[config.mk]
export PLATFORM = sky130hd
export DESIGN_NAME = serial_tx_8bit
export DESIGN_NICKNAME = d
export VERILOG_FILES = /design/src/rtl/serial_tx_8bit.sv
export SDC_FILE = /design/constraint.sdc
export NUM_CORES = 1
export LEC_CHECK = 0
export ABC_CLOCK_PERIOD_IN_PS = 1150
export CORE_AREA = 2 2 39 41
export CTS_BUF_LIST = sky130_fd_sc_hd__clkbuf_4
export DETAILED_ROUTE_END_ITERATION = 8
export DIE_AREA = 0 0 41 43
export PLACE_DENSITY = 0.73
export SLEW_MARGIN = 40
export SYNTH_ARGS = -nofsm -noshare
export SYNTH_HDL_FRONTEND = slang
export SYNTH_SLANG_ARGS = --single-unit
[constraint.sdc]
create_clock -name clk -period 1.15 [get_ports clk]
set_input_delay 0.1725 -clock clk [delete_from_list [all_inputs] [get_ports clk]]
set_output_delay 0.1725 -clock clk [all_outputs]
set_load 0.01 [all_outputs]
[src/rtl/serial_tx_8bit.sv]
// serial_tx_8bit: 8-bit parallel-to-serial transmitter, MSB first.
// A byte is taken on a load_valid/load_ready handshake. One bit advances
// per clk edge with en=1. A single-cycle done pulse marks the end of the frame.
// Optional feature macro: SERIAL_TX_PARITY_EN. When it is defined, an even-parity
// bit is appended as a ninth bit.

module serial_tx_8bit #(
    parameter logic IDLE_BIT = 1'b0
) (
    input  logic       clk,
    input  logic       rst_n,
    input  logic       en,
    input  logic       load_valid,
    input  logic [7:0] D_par,
    output logic       load_ready,
    output logic       D_out,
    output logic       busy,
    output logic       done
);

`ifdef SERIAL_TX_PARITY_EN
    typedef enum logic [1:0] {
        ST_IDLE   = 2'd0,
        ST_SHIFT  = 2'd1,
        ST_PARITY = 2'd2
    } state_t;

    // Even parity: the parity bit makes the total number of ones even.
    function automatic logic even_parity(input logic [7:0] b);
        return ^b;
    endfunction
`else
    typedef enum logic [1:0] {
        ST_IDLE  = 2'd0,
        ST_SHIFT = 2'd1
    } state_t;
`endif

    state_t     state_r;
    state_t     state_s;
    logic [7:0] shreg_r;
    logic [2:0] cnt_r;
    logic       done_r;
    logic       handshake_s;
    logic       last_data_s;
    logic       frame_end_s;
`ifdef SERIAL_TX_PARITY_EN
    logic       par_r;
`endif

    assign handshake_s = load_valid & load_ready;
    assign last_data_s = (state_r == ST_SHIFT) & en & (cnt_r == 3'd7);
`ifdef SERIAL_TX_PARITY_EN
    assign frame_end_s = (state_r == ST_PARITY) & en;
`else
    assign frame_end_s = last_data_s;
`endif
    assign done = done_r;

    // State register. Reset takes priority over any handshake on the same edge.
    always_ff @(posedge clk) begin
        if (!rst_n) begin
            state_r <= ST_IDLE;
        end else begin
            state_r <= state_s;
        end
    end

    // Next-state logic.
    always_comb begin
        state_s = state_r;
        case (state_r)
            ST_IDLE: begin
                if (handshake_s) begin
                    state_s = ST_SHIFT;
                end else begin
                    state_s = ST_IDLE;
                end
            end
            ST_SHIFT: begin
                if (last_data_s) begin
`ifdef SERIAL_TX_PARITY_EN
                    state_s = ST_PARITY;
`else
                    state_s = ST_IDLE;
`endif
                end else begin
                    state_s = ST_SHIFT;
                end
            end
`ifdef SERIAL_TX_PARITY_EN
            ST_PARITY: begin
                if (en) begin
                    state_s = ST_IDLE;
                end else begin
                    state_s = ST_PARITY;
                end
            end
`endif
            default: state_s = ST_IDLE;
        endcase
    end

    // Output decode. In SHIFT, D_out follows bit 7 of the shift register without a register stage.
    always_comb begin
        load_ready = 1'b1;
        busy       = 1'b0;
        D_out      = IDLE_BIT;
        case (state_r)
            ST_IDLE: begin
                load_ready = 1'b1;
                busy       = 1'b0;
                D_out      = IDLE_BIT;
            end
            ST_SHIFT: begin
                load_ready = 1'b0;
                busy       = 1'b1;
                D_out      = shreg_r[7];
            end
`ifdef SERIAL_TX_PARITY_EN
            ST_PARITY: begin
                load_ready = 1'b0;
                busy       = 1'b1;
                D_out      = par_r;
            end
`endif
            default: begin
                load_ready = 1'b1;
                busy       = 1'b0;
                D_out      = IDLE_BIT;
            end
        endcase
    end

    // Datapath: capture on handshake, shift on en while in SHIFT, register the done pulse.
    // D_par is sampled only on a handshake. Handshakes can happen only while idle, so
    // load_valid has no effect while busy.
    always_ff @(posedge clk) begin
        if (!rst_n) begin
            shreg_r <= 8'h00;
            cnt_r   <= 3'd0;
            done_r  <= 1'b0;
`ifdef SERIAL_TX_PARITY_EN
            par_r   <= 1'b0;
`endif
        end else begin
            done_r <= frame_end_s;
            if (handshake_s) begin
                shreg_r <= D_par;
                cnt_r   <= 3'd0;
`ifdef SERIAL_TX_PARITY_EN
                par_r   <= even_parity(D_par);
`endif
            end else if ((state_r == ST_SHIFT) && en) begin
                // The counter wraps from 7 to 0 on the final strobe. No output depends on the counter outside SHIFT.
                shreg_r <= {shreg_r[6:0], 1'b0};
                cnt_r   <= cnt_r + 3'd1;
            end else begin
                shreg_r <= shreg_r;
                cnt_r   <= cnt_r;
            end
        end
    end

endmodule

run_1/gates.png
Drawn at 8 px/µm.
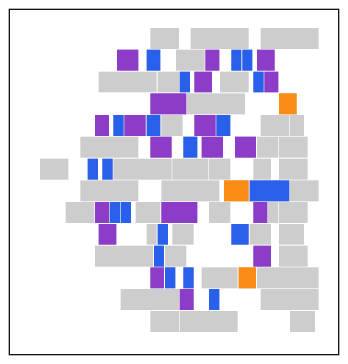
Blue stands for nand cells, cells 20. Orange stands for and/or cells, cells 3. Purple stands for aoi and oai cells, cells 19.

run_1/clock_wires.png
Drawn at 12 px/µm.
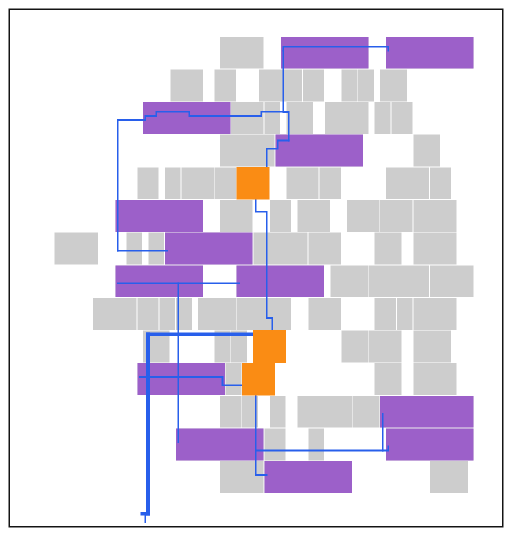
Blue stands for clock wires, length 157 µm. Orange stands for clock-net drivers, count 3. Purple stands for flip-flops, count 13.
There are 4 routed clock nets.

==> flow_summary.ini, run 1 <==
; synthesis and place-and-route metrics
[status]
status = complete, no violations

[synth]
synthAoiAreaFrac = 0.219
top_cell = nand2_1
top_cells_by_count = 15 x nand2_1, 13 x dfxtp_1
top_area_frac = 0.475
synth-cells-yosys = 64
mux_area_frac = 0
enable_flop_cells = 0
yosysWarnings = 0
syn_area_um2 = 548
syn_inst = 64
ys_seq_elements = 13
simple_gate_area_frac = 0.203
synth_area_per_cell_um2 = 8.56
async_flop_share = 0
ff_type = dfxtp_1
topCombFamilyByArea = AND-OR/OR-AND gates
yosys-top-cells-area = dfxtp_1 47%, nand2_1 10%, a22oi_1 5.5%
ys_area_um2 = 548
synth_cell_types = 19
synthAdderAreaFrac = 0.0457
syn_nets = 78
yosys.area.top_type = dfxtp_1
ys_sh_xor = 0.0160

[critical_path]
cp.required_ps = 1300
crit_slowest_cell = clkdlybuf4s50_1
crit_fanout = 5
cp_slowest_stage_delay_ps = 470
crit_chain = clkdlybuf4s50_1 -> nor2b_1 -> buf_4 -> a22oi_1 -> a21boi_1
worstSetupStartpointType = input port
arrival_ps = 1250
path_class = in -> reg
cp-end-kind = flip-flop

[routing]
drc_errors = 0
vias_per_cell = 5.14
wl_per_cell_um = 11.4
via_count = 514
first_pass_iters = 4
drt_iter0_markers = 4
ant_nets = 0

[power]
p_int_w = 0.000716
pwr-share-seq = 0.523
total_power_w = 0.000934
power_frac_comb = 0.160
pwr-share-clk = 0.317
p_sw_frac = 0.233
p_leak_nw = 0.315
peakVddDrop_mv = 0.522
power.switching_w = 0.000218
power.density_mw_per_mm2 = 1200

[final_layout]
area_growth_pct = 41.6
nets = 99
drive_above_1_share = 0.179

[sta]
final-max-slew-violation-count = 0
fmax_ghz = 0.912
timing.final.ws_setup_ps = 52.9
skew_ps = 2.02
tightest_slew_ps = 349
hold_viol = 0
relSlewSlack = 0.767
setup_viol = 0
period_minus_slack_ps = 1100
finalClockPeriodUsage = 0.954

[die]
io_pins = 16
chip_area_mm2 = 0.00176
fp_util = 0.396
core_mm2 = 0.00138
std_cell_rows = 14

[cts]
clkTransAtPathRegs_ps = 70
clock-sinks = 13
clk_path_buf_depth = 2
cts-root-buf = clkbuf_4
insertion_delay_ps = 260
cts_tree = built
cts_htree_levels = 1

[global_routing]
grt_usage = 0.162
grtUsageMet3 = 0.0471
grt_overflow = 0
busiest_layer = met2
grt_max_degree = 13
antenna_found_initial = 0
grt_pass1_wl_mm = 1.88
grt_pass1_vias = 487
met1_usage = 0.174

[flow_run]
drv_cap = 0
log.warning_count = 26

[hold_path]
hp-class = in -> reg

[placed_design]
place_ws_ps = -210
place_congestion = 0.685
hpwl_um = 845
run_1/layers.png
Drawn at 6 px/µm. Only two layers are drawn.
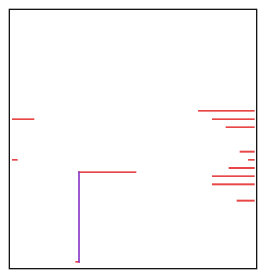
Purple stands for M4, wire length 15.0 µm. Red stands for M3, wire length 57.4 µm.

run_1/pinout.png
Drawn at 8 px/µm. Pins as bars across the die edge, other pins in gray.
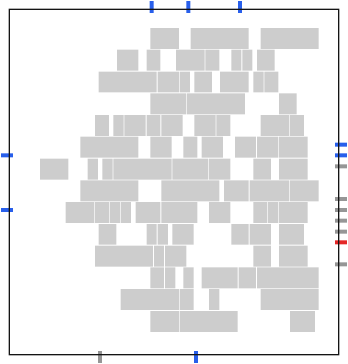
Blue stands for D_par, pins 8, direction input, edge 3 north, 2 west, 2 east, 1 south. Red stands for rst_n, pins 1, direction input, edge east.
All pins by edge: 9 east, 3 north, 2 west, 2 south.
Die Height: 43 µm
port buffer count: 15
Die Wd: 41 µm

==> run 1: power groups by stage <==
| stage | registers [W] | logic, W | clock network, W |
|---|---|---|---|
| finish | 0.000488 | 0.000150 | 0.000296 |
| floorplan | 0.000497 | 0.0000680 | 0 |
| global route | 0.000491 | 0.000164 | 0.000331 |
| CTS | 0.000488 | 0.000141 | 0.000309 |
| detailed placement | 0.000498 | 0.000142 | 0 |
| global placement | 0.000497 | 0.000140 | 0 |
==> run 1: metal layers <==
layer / share of wire / wire length, µm
met5: 0 / 0
met4: 0.012 / 14
met3: 0.050 / 57
met2: 0.48 / 551
met1: 0.45 / 514
==> run 1: layout by cell type, fill, tap and decap left out, types with 2 or more instances in the layout <==
master / synthesis / final
a21boi_1: 3 / 4
a21oi_1: 3 / 3
a22oi_1: 4 / 2
a22oi_2: 0 / 2
a31oi_1: 4 / 4
buf_4: 2 / 4
clkbuf_4: 0 / 4
clkdlybuf4s50_1: 0 / 11
dfxtp_1: 13 / 12
dlygate4sd2_1: 0 / 2
ha_1: 2 / 2
nand2_1: 15 / 14
nand3_1: 4 / 4
o21ai_0: 4 / 2
o21ai_1: 0 / 2
==> run 1: worst register-to-register path: stages, from the launching register on <==
cell and delay (ps):
dfxtp_2 340, buf_4 150, and2_4 140, buf_4 140, a22oi_1 130, a21boi_1 80
==> run 1: cell families (layout without fill, tap and decap cells) <==
family / after synthesis / in the layout
compound gates: 19 / 19
buf+inv: 4 / 24
simple gates: 25 / 25
flops: 13 / 13
fa+ha+maj: 2 / 2
xor+xnor: 1 / 1
==> run 1: sequential cells by signal, summed over array words and instances (netlist names) <==
| name | count |
|---|---|
| cnt_r | 3 |
| state_r | 1 |
| shreg_r | 8 |
| done | 1 |
==> run 1: area by class of cell <==
class,count,area [µm²]
fill,131,608
multi-input combinational,47,288
sequential,13,262
timing repair buffer,19,173
clock buffer,4,30.0
tap,16,20.0
inverter,1,3.75
==> run 1: stage by stage <==
stage	hold slack, ps	TNS (ps)	instance area [µm²]	std cells	utilization
2_1_floorplan	284	0	548	64	-
3_3_place_gp	451	-1900	729	96	0.527
3_5_place_dp	455	-2080	729	96	0.527
4_1_cts	451	0	759	100	0.549
5_1_grt	452	0	776	100	0.561
6_report	455	0	776	100	0.561
==> run 1: path summary, 6_finish.rpt <==
kind | start | end | slack (ps) | depth (start not counted)
worst max-delay path | load_valid | shreg_r[4]$_SDFFE_PN0P_ | 50 | 5
worst min-delay path | D_par[0] | shreg_r[0]$_SDFFE_PN0P_ | 460 | 3
worst max register to register | state_r[0]$_SDFF_PN0_ | shreg_r[3]$_SDFFE_PN0P_ | 60 | 5
worst min register to register | shreg_r[0]$_SDFFE_PN0P_ | shreg_r[0]$_SDFFE_PN0P_ | 470 | 2
==> run 1: what timing repair did <==
action,CTS,global route
pin swaps,0,1
buffers inserted,0,0
hold buffers,0,0
gates resized,11,7
setup endpoints to repair,15,9
==> run 2: changes to the inputs <==
--- a/config.mk
+++ b/config.mk
@@ -5,12 +5,13 @@
 export SDC_FILE = /design/constraint.sdc
 export NUM_CORES = 1
 export LEC_CHECK = 0
+export ABC_AREA = 1
 export ABC_CLOCK_PERIOD_IN_PS = 1150
-export CORE_AREA = 2 2 39 41
+export CORE_MARGIN = 1.5
+export CORE_UTILIZATION = 44
 export CTS_BUF_LIST = sky130_fd_sc_hd__clkbuf_4
 export DETAILED_ROUTE_END_ITERATION = 8
-export DIE_AREA = 0 0 41 43
-export PLACE_DENSITY = 0.73
+export PLACE_DENSITY_LB_ADDON = 0.05
 export SLEW_MARGIN = 40
 export SYNTH_ARGS = -nofsm -noshare
 export SYNTH_HDL_FRONTEND = slang
run_2/layers.png
Drawn at 6 px/µm. Only two layers are drawn.
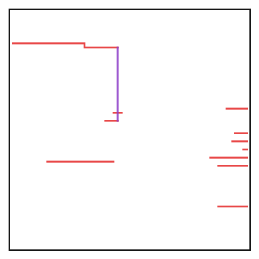
Red stands for M3, wire length 56.9 µm. Purple stands for M4, wire length 12.2 µm.
Avg WL per Cell: 10.4 µm
vias post-DR: 572
wirelength, routed: 1.28 mm
GRT Total Usage: 0.200

==> run 2 against run 1 <==
Against the previous run: cell area rose by 8.1%; total power rose by 7.2%; sequential power rose by 1%; register-to-register slack improved by 30 ps; area after synthesis rose by 9.4%; wire length rose by 12%; die area fell by 9.7%; critical path depth fell by 3; final cell count rose by 23%; via count rose by 11%; setup slack got worse by 20 ps; first-iteration DRC count rose by 25%; critical path type is now reg -> out; largest cell class unchanged; largest power group unchanged.
==> flow_summary.ini, run 2 <==
; synthesis and place-and-route metrics
[sta]
tightest_slew_ps = 218
fmax_ghz = 0.896
final-max-slew-violation-count = 0
setup_viol = 0
skew_ps = 3.43
hold_viol = 0
period_minus_slack_ps = 1120

[routing]
first_pass_iters = 4
drt_iter0_markers = 5
ant_nets = 0
drc_errors = 0
vias_per_cell = 4.65

[synth]
synth_cell_types = 16
synth_area_per_cell_um2 = 7.22
syn_nets = 97
top_area_frac = 0.434
ys_area_um2 = 599
yosys.area.top_type = dfxtp_1
top_cell = nand2_1
syn_inst = 83
async_flop_share = 0
syn_area_um2 = 599
yosys-top-cells-area = dfxtp_1 43%, nand2_1 16%, a21oi_1 5.8%
yosysWarnings = 0

[placed_design]
hpwl_um = 951
place_congestion = 0.774
portBuffers = 15

[hold_path]
hp-start = shreg_r[1]$_SDFFE_PN0P_
hp-class = reg -> reg
whs_path_depth = 2

[die]
die_w_um = 39.9
chip_area_mm2 = 0.00159
core_mm2 = 0.00128
fp.dieH_um = 39.9
fp_util = 0.466
io_pins = 16

[power]
power.switching_w = 0.000267
power_frac_comb = 0.191
p_leak_nw = 0.409
power.density_mw_per_mm2 = 1190
p_int_w = 0.000734
p_sw_frac = 0.267
pwr-share-clk = 0.317

[cts]
clock-sinks = 13
insertion_delay_ps = 280
clkTransAtPathRegs_ps = 90
cts_tree = built

[flow_run]
log.warning_count = 26
drv_cap = 0

[final_layout]
area_growth_pct = 39.9
nets = 123
drive_above_1_share = 0.194
lay_top_count = nand2_1
comb_area_um2 = 295
regMostFlops = shreg_r
fillCellCount = 121
final_area_um2 = 838
lay_top_cells = 26 x nand2_1, 12 x dfxtp_1, 11 x clkdlybuf4s50_1, 8 x inv_1, 7 x a21oi_1

[critical_path]
r2r_cells = 7
crit_start = state_r[0]$_SDFF_PN0_
r2r_end = shreg_r[4]$_SDFFE_PN0P_
timing.rr.start = state_r[0]$_SDFF_PN0_
cp.required_ps = 980
cp_slowest_stage_delay_ps = 360
cp-end-kind = output port
r2r_setup_slack_ps = 90
arrival_ps = 940
worstSetupStartpointType = flip-flop
crit_chain = inv_2 -> dlygate4sd2_1

[global_routing]
grt_pass1_wl_mm = 2.05
grt_max_degree = 11
grt_pass1_vias = 502

[status]
status = complete, no violations
==> run 2: cell types whose count changed after synthesis, moves of 3 or more <==
cell and delta:
a22oi_1 -4, nand2_1 +11, a21boi_1 -3, a31oi_1 -4, a21oi_1 +4, nor2_1 +6
inv_2 +3, inv_1 +7, o21ai_0 -4
==> run 2: final cells by class <==
cell class,count,share of cell area
multi-input cells,58,0.352
flip-flops and latches,13,0.312
well taps,15,0.0224
repair buffers,21,0.222
inverters,12,0.0552
clock buffers,4,0.0358
==> run 2: per-layer routing <==
layer / track usage / wire [µm]
met5: 0 / 0
met4: 0.103 / 12
met3: 0.0511 / 56
met2: 0.298 / 530
met1: 0.260 / 676
==> run 2: power by group through the flow <==
stage	registers [W]	clock network, W	logic (W)
global placement	0.000502	0	0.000194
CTS	0.000493	0.000323	0.000192
finish	0.000493	0.000317	0.000191
global route	0.000496	0.000340	0.000215
floorplan	0.000503	0	0.0000931
detailed placement	0.000503	0	0.000195
==> run 2: critical path: cells and delay by family, from the launching register on <==
family | cells | cell delay (ps)
buf+inv | 2 | 310
flops | 1 | 360
==> run 2: cell families after synthesis <==
family	Yosys count	share of synthesized area
flops	13	0.434
simple gates	47	0.359
buf+inv	12	0.0772
fa+ha+maj	2	0.0417
xor+xnor	1	0.0146
compound gates	8	0.0731
==> run 2: timing repair <==
item | in CTS | in global routing
buffers inserted | 0 | 0
resized | 6 | 2
hold endpoints to repair | 0 | 0
setup endpoints to repair | 4 | 4
hold buffers | 0 | 0
==> run 2: stage by stage <==
step	setup TNS, ps	cells	utilization	power (W)
global placement	-1500	119	0.633	0.000695
CTS	0	123	0.654	0.00101
floorplan	0	83	-	0.000596
finish	0	123	0.652	0.00100
global route	0	123	0.652	0.00105
detailed placement	-1610	119	0.633	0.000698
==> run 2: how the worst max path moves through the flow <==
stage,endpoint,slack [ps],cells after the start
final,load_ready,30,2
after global routing,load_ready,2,2
after CTS,D_out,10,3
after detailed placement,shreg_r[2]$_SDFFE_PN0P_,-180,8
after global placement,shreg_r[2]$_SDFFE_PN0P_,-160,8
after floorplan,shreg_r[5]$_SDFFE_PN0P_,110,6
Power and IR drop assume default switching activity.
